--- config.mk ---
export PLATFORM = sky130hd
export DESIGN_NAME = cmn_real_demux_onehot
export DESIGN_NICKNAME = d
export VERILOG_FILES = /design/src/rtl/cmn_real_demux_onehot_pkg.sv /design/src/rtl/cmn_pld_slot.sv /design/src/rtl/cmn_real_demux_onehot.sv
export SDC_FILE = /design/constraint.sdc
export NUM_CORES = 1
export LEC_CHECK = 0
export ABC_AREA = 1
export CORE_UTILIZATION = 47
export DETAILED_ROUTE_END_ITERATION = 8
export PLACE_DENSITY_LB_ADDON = 0.25
export RECOVER_POWER = 25
export REMOVE_ABC_BUFFERS = 1
export SYNTH_ARGS = -nofsm -noshare
export SYNTH_HDL_FRONTEND = slang
export SYNTH_SLANG_ARGS = --single-unit
--- constraint.sdc ---
create_clock -name clk -period 2.2 [get_ports clk]
set_clock_uncertainty 0.1 [all_clocks]
set_input_delay 0.33 -clock clk [delete_from_list [all_inputs] [get_ports clk]]
set_output_delay 0.33 -clock clk [all_outputs]
set_load 0.01 [all_outputs]
--- src/rtl/cmn_real_demux_onehot_pkg.sv ---
// ----------------------------------------------------------------------------
// cmn_real_demux_onehot_pkg
// Shared constants and helpers for the onehot demultiplexer.
//   DROP_CNT_W    : width of the saturating dropped-transfer counter
//   ONEHOT_MAX_W  : widest select vector accepted by is_onehot()
//   is_onehot()   : true when exactly one bit of the (zero-extended) vector is set
// ----------------------------------------------------------------------------
package cmn_real_demux_onehot_pkg;

    localparam int unsigned DROP_CNT_W   = 16;
    localparam int unsigned ONEHOT_MAX_W = 64;

    // Single pass: 'multi' latches once a second set bit is seen after the first.
    function automatic logic is_onehot(input logic [ONEHOT_MAX_W-1:0] vec);
        logic seen;
        logic multi;
        seen  = 1'b0;
        multi = 1'b0;
        for (int unsigned i = 0; i < ONEHOT_MAX_W; i++) begin
            if (vec[i]) begin
                multi = multi | seen;
                seen  = 1'b1;
            end
        end
        return seen & ~multi;
    endfunction

endpackage

--- src/rtl/cmn_pld_slot.sv ---
// ----------------------------------------------------------------------------
// cmn_pld_slot
// One-entry valid/ready payload register. Supports load, drain and a
// simultaneous load+drain so a lane sustains one transfer per cycle.
//   clk, rst_n : clock, asynchronous active-low reset
//   load_i     : write pld_i this cycle (caller guarantees free_o is high)
//   pld_i      : payload to store
//   rdy_i      : downstream ready
//   vld_o      : slot holds a payload
//   pld_o      : stored payload (stable while vld_o & ~rdy_i)
//   free_o     : slot can take a load this cycle (empty or draining)
// ----------------------------------------------------------------------------
module cmn_pld_slot #(
    parameter type PLD_TYPE = logic [31:0]
) (
    input  logic    clk,
    input  logic    rst_n,
    input  logic    load_i,
    input  PLD_TYPE pld_i,
    input  logic    rdy_i,
    output logic    vld_o,
    output PLD_TYPE pld_o,
    output logic    free_o
);

    logic    full_q;
    logic    full_d;
    PLD_TYPE pld_q;
    PLD_TYPE pld_d;

    // Load has priority over drain: a same-cycle load+drain keeps the slot full.
    always_comb begin
        full_d = full_q;
        pld_d  = pld_q;
        if (load_i) begin
            full_d = 1'b1;
            pld_d  = pld_i;
        end else if (full_q && rdy_i) begin
            full_d = 1'b0;
        end
    end

    always_ff @(posedge clk or negedge rst_n) begin
        if (!rst_n) begin
            full_q <= 1'b0;
            pld_q  <= '0;
        end else begin
            full_q <= full_d;
            pld_q  <= pld_d;
        end
    end

    assign vld_o  = full_q;
    assign pld_o  = pld_q;
    assign free_o = ~full_q | rdy_i;

endmodule

--- src/rtl/cmn_real_demux_onehot.sv ---
// ----------------------------------------------------------------------------
// cmn_real_demux_onehot
// Routes one input payload per cycle to the lane named by a onehot select.
// Each lane is an independent one-entry register; a stalled lane only blocks
// inputs aimed at it. Malformed selects (zero-hot or multi-hot) are consumed,
// dropped, flagged on err_select one cycle later and counted in drop_cnt.
//   clk, rst_n        : clock, asynchronous active-low reset
//   in_vld / in_rdy   : input handshake
//   in_select_onehot  : destination lane, qualified by in_vld
//   in_pld            : input payload
//   v_out_vld/_rdy    : per-lane output handshake
//   v_out_pld         : per-lane output payload
//   err_select        : one-cycle pulse after each dropped transfer
//   drop_cnt          : saturating count of dropped transfers
// ----------------------------------------------------------------------------
module cmn_real_demux_onehot
    import cmn_real_demux_onehot_pkg::*;
#(
    parameter int unsigned WIDTH     = 4,
    parameter int unsigned PLD_WIDTH = 32,
    parameter type         PLD_TYPE  = logic [PLD_WIDTH-1:0]
) (
    input  logic                   clk,
    input  logic                   rst_n,
    input  logic                   in_vld,
    output logic                   in_rdy,
    input  logic [WIDTH-1:0]       in_select_onehot,
    input  PLD_TYPE                in_pld,
    output logic [WIDTH-1:0]       v_out_vld,
    input  logic [WIDTH-1:0]       v_out_rdy,
    output PLD_TYPE [WIDTH-1:0]    v_out_pld,
    output logic                   err_select,
    output logic [DROP_CNT_W-1:0]  drop_cnt
);

    logic                  sel_legal;
    logic [WIDTH-1:0]      lane_free;
    logic [WIDTH-1:0]      lane_load;
    logic                  lane_rdy;
    logic                  accept_legal;
    logic                  drop_now;

    logic                  err_q;
    logic                  err_d;
    logic [DROP_CNT_W-1:0] cnt_q;
    logic [DROP_CNT_W-1:0] cnt_d;

    assign sel_legal = is_onehot(ONEHOT_MAX_W'(in_select_onehot));

    // Onehot-mux style AND-OR: select bit gates each lane's free flag, then OR.
    always_comb begin
        lane_rdy = 1'b0;
        for (int unsigned i = 0; i < WIDTH; i++) begin
            lane_rdy = lane_rdy | (in_select_onehot[i] & lane_free[i]);
        end
    end

    // in_rdy for a legal select is independent of in_vld; an illegal select is
    // always consumed so a bad transfer can never wedge the input.
    assign in_rdy       = sel_legal ? lane_rdy : 1'b1;
    assign accept_legal = in_vld & sel_legal & lane_rdy;
    assign lane_load    = accept_legal ? in_select_onehot : '0;
    assign drop_now     = in_vld & ~sel_legal;

    for (genvar g = 0; g < WIDTH; g++) begin : g_lane
        cmn_pld_slot #(
            .PLD_TYPE (PLD_TYPE)
        ) u_slot (
            .clk    (clk),
            .rst_n  (rst_n),
            .load_i (lane_load[g]),
            .pld_i  (in_pld),
            .rdy_i  (v_out_rdy[g]),
            .vld_o  (v_out_vld[g]),
            .pld_o  (v_out_pld[g]),
            .free_o (lane_free[g])
        );
    end

    always_comb begin
        err_d = drop_now;
        cnt_d = cnt_q;
        if (drop_now && (cnt_q != '1)) begin
            cnt_d = cnt_q + DROP_CNT_W'(1);
        end
    end

    always_ff @(posedge clk or negedge rst_n) begin
        if (!rst_n) begin
            err_q <= 1'b0;
            cnt_q <= '0;
        end else begin
            err_q <= err_d;
            cnt_q <= cnt_d;
        end
    end

    assign err_select = err_q;
    assign drop_cnt   = cnt_q;

endmodule

Run 1, where the registers sit:
Drawn at 2 px/um.
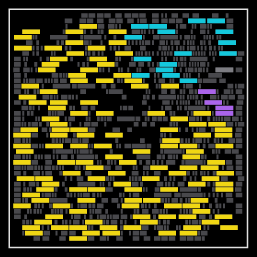
- cyan: drop_cnt (sequential cells 16)
- yellow: g_lane.u_slot.pld_o (sequential cells 128; where all over the die)
- purple: g_lane.u_slot.vld_o (sequential cells 4; where right middle)
- not colored: 1

Run 1, routed metal, one color a layer:
Drawn at 3 px/um.
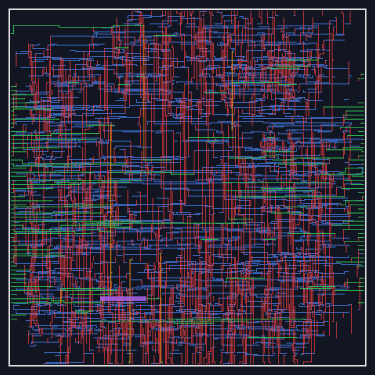
- red: M2 (wire length 8760 um)
- blue: M1 (wire length 7960 um)
- orange: M4 (wire length 203 um)
- purple: M5 (wire length 13.8 um)
- green: M3 (wire length 1710 um)
Avg WL per Cell: 16.5 um
vias: 5765
Routed WL: 18.6 mm
GRT Overall Usage: 0.279

==> changes_impl.md, run 1 <==
## Flow update

* Status: complete, no violations
* Syn avg cell area at 8.56 sq um
* Sw frac at 0.299
* Share of cells above drive strength 1 at 0.0735
* Most frequent cells in the layout: 356 x nand2_1, 186 x clkdlybuf4s50_1, 149 x dfrtp_1, 136 x nand3_1, 25 x buf_4
* Yosys top cell by area: dfrtp_1
* Die y size at 118 um
* Crit Path Category: reg -> out
* Placed cell count at 1095
* PD cells at 1000 nW/um^2
* # rows at 42
* Pwr Total at 9.07 mW
* CTS sink cnt at 149
* Seq pwr share at 0.413
* Comb pwr at 2.57 mW
* CP Capture Type: output pin
* Yosys chip area at 6360 sq um
* OpenROAD warnings at 25
* MI comb cells at 530
* Yosys stat cell total at 743
* Non-CTS inverters at 16
* Most used routing layer in global routing: met2
* Vias in the first global route at 5510
* Flop-to-flop setup slack at 0.42 ns
* Final setup viols at 0
* CP top delay family: buffers and inverters
* Vias per inst at 5.11
* Nets at 983
* Most frequent cells after synthesis: 355 x nand2_1, 149 x dfrtp_1, 136 x nand3_1
* Hold endpoint: g_lane[0].u_slot.pld_o[5]
* Residual DRC at 0
* Die area at 14000 sq um
* Final hold slack at 0.129 ns
* Core ar. at 13200 sq um
* Setup crit start kind: register
* Combinational power share at 0.284
* Flops after synth at 149
* Cell Count, Final, Fillers Out at 1129
* Yosys warns at 0
* Register-to-Register Path Depth at 9
* Worst Setup SP: g_lane[3].u_slot.vld_o
* CP required at 1.77 ns
Run 1, nets reached from selected ports:
Drawn at 4 px/um.
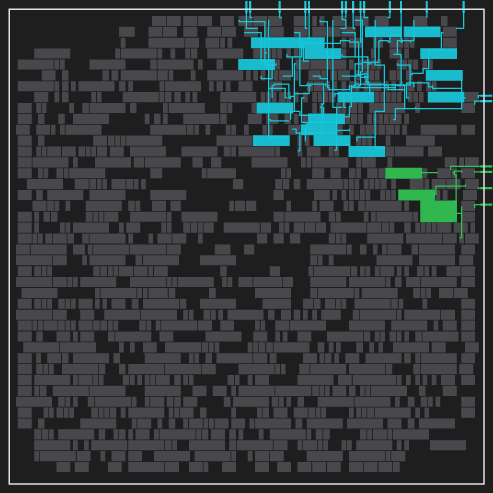
- cyan: drop_cnt (bits 16; direction output; edge 14 top, 2 right; end cells 16; buffers 16; wire 711 um)
- green: v_out_vld (bits 4; direction output; edge right; end cells 4; buffers 4; wire 49.8 um)
I/O Buffers: 192
I/O pin total: 193

## run 1: routing by layer
metal  part of all wire  routed length, um
met5            0.00070                 13
met4              0.011                202
met3              0.092               1710
met2               0.47               8760
met1               0.43               7960
## run 1: cell families after synthesis
logic type | after synthesis | synth area share
adder cells (fa/ha/maj) | 1 | 0.00197
flip-flops | 149 | 0.586
AND/OR/NAND/NOR | 514 | 0.333
XOR/XNOR | 10 | 0.0138
buffers and inverters | 64 | 0.0612
AND-OR/OR-AND | 5 | 0.00393
## run 1: sequential cells by signal, summed over array words and instances, names as in the netlist
register / flops
drop_cnt: 16
g_lane.u_slot.vld_o: 4
err_select: 1
g_lane.u_slot.pld_o: 128
## run 1: repair_timing
item,CTS,global route
endpoints found under the hold margin,49,0
hold buffers,1,0
gates resized,2,0
endpoints found under the setup margin,1,0
--- run 2 (diff from run 1) ---
--- a/config.mk
+++ b/config.mk
@@ -11,6 +11,7 @@
 export PLACE_DENSITY_LB_ADDON = 0.25
 export RECOVER_POWER = 25
 export REMOVE_ABC_BUFFERS = 1
+export SLEW_MARGIN = 20
 export SYNTH_ARGS = -nofsm -noshare
 export SYNTH_HDL_FRONTEND = slang
 export SYNTH_SLANG_ARGS = --single-unit
Run 2, logic cells by family:
Drawn at 3 px/um.
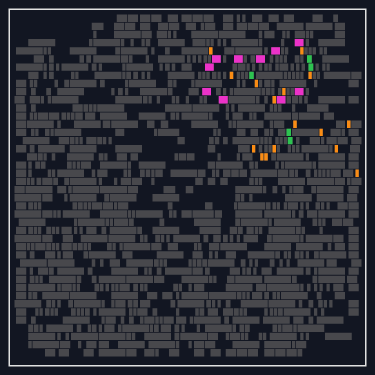
- orange: inv cells (cells 16)
- magenta: xor and xnor cells (cells 10)
- green: aoi and oai cells (cells 5; where top right)

==> run 2 against run 1 <==
  * Synthesized cell count did not move
  * Non-clock buffer count stayed put
  * First-iteration DRC count unchanged
  * Die area unchanged
  * Global-route usage did not move
  * Clock power hardly changed
  * Via count did not move
  * Largest cell class unchanged
  * Clock-buffer cell count is the same
  * Total power did not move
  * Final cell count unchanged
==> changes_impl.md, run 2 <==
## Flow update

* Status: complete, no violations
* Met3 routed WL at 1.71 mm
* # rows at 42
* Register-to-Register Path Depth at 9
* I/O Buffers at 192
* Most used routing layer in global routing: met2
* Most frequent cells after synthesis: 355 x nand2_1, 149 x dfrtp_1, 136 x nand3_1
* Combinational power share at 0.284
* I/O pin total at 193
* DRT met1 WL at 7.96 mm
* Yosys top cell by area: dfrtp_1
* CTS sink cnt at 149
* Die y size at 118 um
* Sw frac at 0.299
* Most frequent cells in the layout: 356 x nand2_1, 186 x clkdlybuf4s50_1, 149 x dfrtp_1, 136 x nand3_1, 25 x buf_4
* CP top delay family: buffers and inverters
* Share of cells above drive strength 1 at 0.0735
* WL met2 at 8.76 mm
* Crit Path Category: reg -> out
* Setup crit start kind: register
* Nets at 983
* CP required at 1.77 ns
* Comb pwr at 2.57 mW
* Top Layer Used: met5
* Vias in the first global route at 5510
* Residual DRC at 0
* Max FFs per register at 128
* OpenROAD warnings at 25
* Syn avg cell area at 8.56 sq um
* Non-CTS inverters at 16
* PD cells at 1000 nW/um^2
* Worst Setup SP: g_lane[3].u_slot.vld_o
* GRT Overall Usage at 0.279
* Seq pwr share at 0.413
* Avg WL per Cell at 16.5 um
* Hold endpoint: g_lane[0].u_slot.pld_o[5]
* Vias at 5765
* Yosys chip area at 6360 sq um
* Core ar. at 13200 sq um
* Flop-to-flop setup slack at 0.42 ns
## run 2: timing repair
| action | CTS | global route |
|---|---|---|
| endpoints found under the setup margin | 1 | 0 |
| resized | 2 | 0 |
| hold endpoints to repair | 49 | 0 |
| hold buffers | 1 | 0 |
## run 2: cells by family after synthesis
family | after synthesis | synth area share
DFF | 149 | 0.586
xor gates and xnor gates | 10 | 0.0138
and+or+nand+nor | 514 | 0.333
AOI/OAI and AO/OA | 5 | 0.00393
buffers and inverters | 64 | 0.0612
adders and majority gates | 1 | 0.00197
## run 2: per-stage QoR
step | cells | TNS, ns | setup slack [ns]
floorplan | 695 | -166.00 | -1.26
detailed placement | 1095 | -14.24 | -0.156
CTS | 1128 | 0 | 0.179
global placement | 1095 | -8.67 | -0.107
global route | 1129 | 0 | 0.0434
finish | 1129 | 0 | 0.196
--- run 3 (diff from run 2) ---
--- a/config.mk
+++ b/config.mk
@@ -6,6 +6,7 @@
 export NUM_CORES = 1
 export LEC_CHECK = 0
 export ABC_AREA = 1
+export CAP_MARGIN = 20
 export CORE_UTILIZATION = 47
 export DETAILED_ROUTE_END_ITERATION = 8
 export PLACE_DENSITY_LB_ADDON = 0.25
Run 3, where the registers sit:
Drawn at 2 px/um.
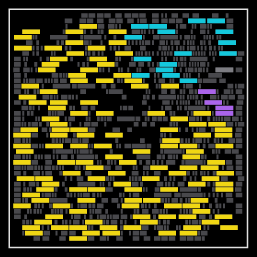
- purple: g_lane.u_slot.vld_o (sequential cells 4; where right middle)
- cyan: drop_cnt (sequential cells 16)
- yellow: g_lane.u_slot.pld_o (sequential cells 128; where all over the die)
- not colored: 1

==> run 3 against run 2 <==
  * Critical path depth did not move
  * Synthesized cell count did not move
  * Via count did not move
  * Non-clock buffer count did not move
  * Final area did not move
  * Register-to-register slack barely moved
  * Die area did not move
==> changes_impl.md, run 3 <==
## Flow update

* Yosys chip area at 6360 sq um
* Avg WL per Cell at 16.5 um
* Final setup viols at 0
* I/O Buffers at 192
* Routed WL at 18.6 mm
* Worst Setup SP: g_lane[3].u_slot.vld_o
* Setup crit start kind: register
* Hold-fix buffers at CTS at 1
* Yosys top cell by area: dfrtp_1
* DRT met1 WL at 7.96 mm
* Flop-to-flop setup slack at 0.42 ns
* Syn avg cell area at 8.56 sq um
* Placed cell count at 1095
* Vias in the first global route at 5510
* Status: complete, no violations
* Register-to-Register Path Depth at 9
* Met3 routed WL at 1.71 mm
* DP Worst Slack at -0.156 ns
* Residual DRC at 0
* Comb pwr at 2.57 mW
* CP Capture Type: output pin
* PD cells at 1000 nW/um^2
* Sw frac at 0.299
* Final worst-path setup slack at 0.196 ns
* # rows at 42
* CP top delay family: buffers and inverters
## run 3: metal layers
layer / vias to the layer above / GRT usage
li1: 2733 / -
met1: 2799 / 0.367
met2: 213 / 0.432
met3: 18 / 0.0956
met4: 2 / 0.0897
met5: - / 0
## run 3: kinds of logic after synthesis
group | count (synthesis) | synth area share
and+or+nand+nor | 514 | 0.333
adders and majority gates | 1 | 0.00197
AOI/OAI and AO/OA | 5 | 0.00393
DFF | 149 | 0.586
buffers and inverters | 64 | 0.0612
xor gates and xnor gates | 10 | 0.0138
## run 3: cell type report
class,count,area (sq um)
flip-flops and latches,149,3730
multi-input cells,530,2240
diodes,1,2.50
clock inverters,11,101
clock buffers,21,460
inverters,16,60.1
repair buffers,225,2220
well taps,176,220
fillers,1079,4210
Power figures rest on the tool's default switching activity, not on a simulated workload.
